Design led_panel_bcm_flat, sky130hd; sources not shown.
M1 wires:
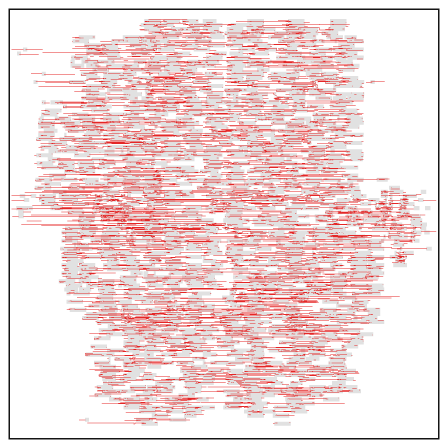
The longest straight run is 80.5 microns. The layer holds 43% of the routed length.
via count: 14533
global-route track usage on met1: 25.4%

The metal 2 layer:
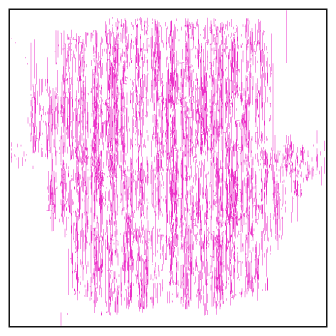
The layer holds 47% of the routed length. The wires run mostly vertical. 1368 nets have wire on it. The longest straight run is 114 microns. The layer carries 33.1 mm of wire.
DRT Wirelength: 70100 microns
GRT met2 Usage: 26.6%

The metal 3 layer:
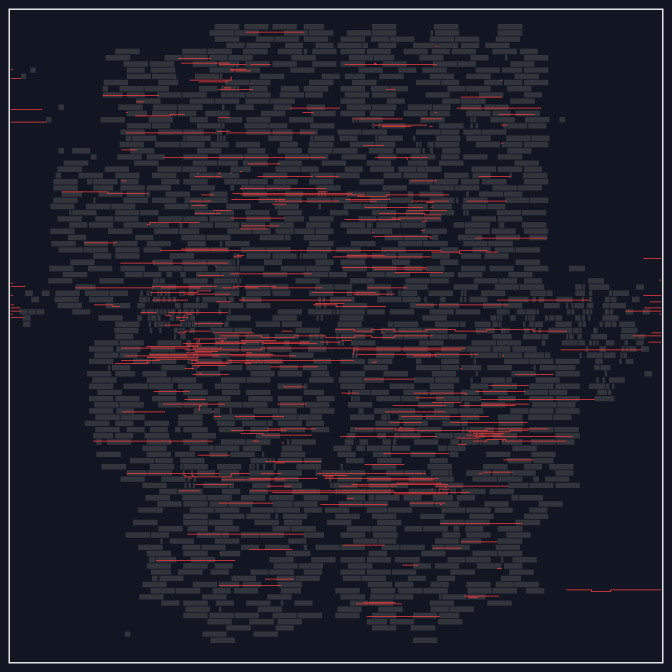
The longest straight run is 123 microns. 160 nets have wire on it. The layer carries 5570 microns of wire.
met3 Use GR: 3.53%

Metal 4:
The bar under the picture is 100 microns long.
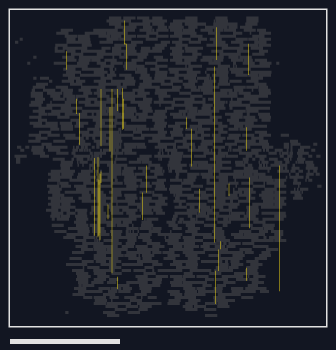
The layer carries 1320 microns of wire. The layer holds 1.9% of the routed length. The longest straight run is 167 microns.

Congestion heat map:
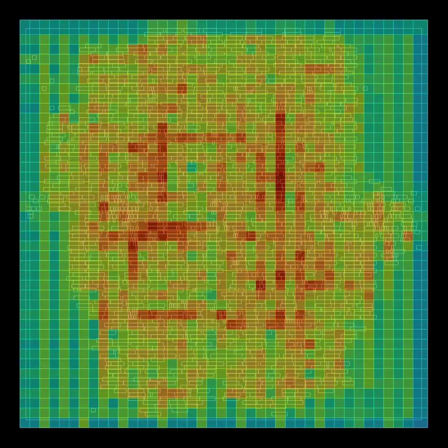
fin util: 45.8%
wire per inst: 27.5 microns
gr usage total: 17.2%
GR peak layer: met2

==> results_dict.tcl <==
# collected from the flow reports
set metrics [dict create \
    status "completed" \
    tritoncts "done" \
    fillers 6329 \
    clock_sinks 791 \
    synth.avg_cell_area_sq_um 22.2 \
    ys_seq_elements 791 \
    largest_reg_flops 768 \
    dp_hpwl_microns 41000 \
    first_pass_iters 6 \
    top_area_share_pct 74.5 \
    synthFlopType "edfxtp_1" \
    globalplace.congestion 0.774 \
    finalHoldViolCount 0 \
    hold_depth 2 \
    overflow 0 \
    post-cts-setup-buffers 0 \
    layout_top_cell "edfxtp_1" \
    synthTopCellsByArea "edfxtp_1 (75%), mux4_2 (18%), nor2_1 (1.7%)" \
    lay_top_cells "edfxtp_1 (768), mux4_2 (252), nor2_1 (140), clkbuf_16 (82), buf_4 (29)" \
    edf_count 768 \
    maxCapViolCount 0 \
    clock_latency_ps 630 \
    via_per_inst 5.70 \
    fp-utilization_pct 40.5 \
    synth_cells 1392 \
    yosysTopAreaCell "edfxtp_1" \
    drt.antenna.violating_nets 0 \
    rrSetupSlack_ps 2850 \
    rsz0062_at_grt "false" \
    rows 101 \
    ios 25 \
    required_ps 7410 \
    cts_resized 0 \
    worstSetupStartpointType "flop" \
    cp-end-kind "flop" \
    n_antenna_cell 0 \
    grt_max_degree 105 \
    drv_slew 0 \
    fmax_ghz 0.235 \
    cts.path.max_buffers 3 \
    clk_pin_slew_ps 60 \
]
==> routing by layer <==
layer / global-route usage [%] / wire (microns) / up-vias
li1: - / - / 5985
met1: 25.4 / 30000 / 7888
met2: 26.6 / 33100 / 570
met3: 3.53 / 5570 / 90
met4: 4.45 / 1320 / 0
met5: 0 / 0 / -
==> report_power, final <==
group / leakage (nW) / switching [mW] / internal [mW] / total (mW)
Clock: 1.27 / 1.76 / 2.34 / 4.10
Combinational: 2.14 / 0.437 / 0.381 / 0.818
Sequential: 7.09 / 0.0480 / 5.14 / 5.19
==> cells by family after synthesis <==
family / count (synthesis) / share of synthesized area (%)
xor gates and xnor gates: 2 / 0.0566
adders and majority gates: 6 / 0.267
buffers and inverters: 86 / 1.22
and+or+nand+nor: 210 / 3.01
DFF: 791 / 76.0
AOI/OAI and AO/OA: 35 / 0.740
muxes: 262 / 18.7
==> layout make-up <==
type                    instances  area [sq um]  area share, %
clock buffers                 103          2220           6.35
clock inverters                49           348          0.994
inverters                      11          41.3          0.118
multi-input cells             515          7070           20.2
flip-flops and latches        791         23500           67.3
well taps                    1030          1290           3.68
repair buffers                 51           485           1.39
==> Yosys cell counts, drive strengths merged, types with 4 or more instances <==
| library cell | number |
|---|---|
| a22oi | 5 |
| mux2 | 9 |
| a21oi | 13 |
| clkbuf | 32 |
| o21ai | 4 |
| nor2b | 8 |
| edfxtp | 768 |
| mux4 | 252 |
| inv | 11 |
| nor3 | 11 |
| nand3 | 14 |
| ha | 5 |
| nor2 | 141 |
| nand2b | 5 |
| dfxtp | 23 |
| buf | 43 |
| nand2 | 19 |
==> stage by stage <==
stage / instance area, sq um / setup WS, ps / total power [mW]
final: 35000 / 2850 / 10.1
after global routing: 35000 / 2600 / 10.5
after CTS: 35000 / 2770 / 10.2
after global placement: 32400 / 2750 / 6.11
after detailed placement: 32400 / 2790 / 6.12
after floorplan: 30900 / 3670 / 5.81
==> critical path, stage by stage, from the launching register on <==
cell and delay, ps:
dfxtp_4 820, buf_12 490, mux4_2 620, mux4_2 590, mux4_2 550, mux2_2 280
mux2_2 270, a22oi_1 150, nor2_1 60
Power is estimated from default activity; no workload was simulated.
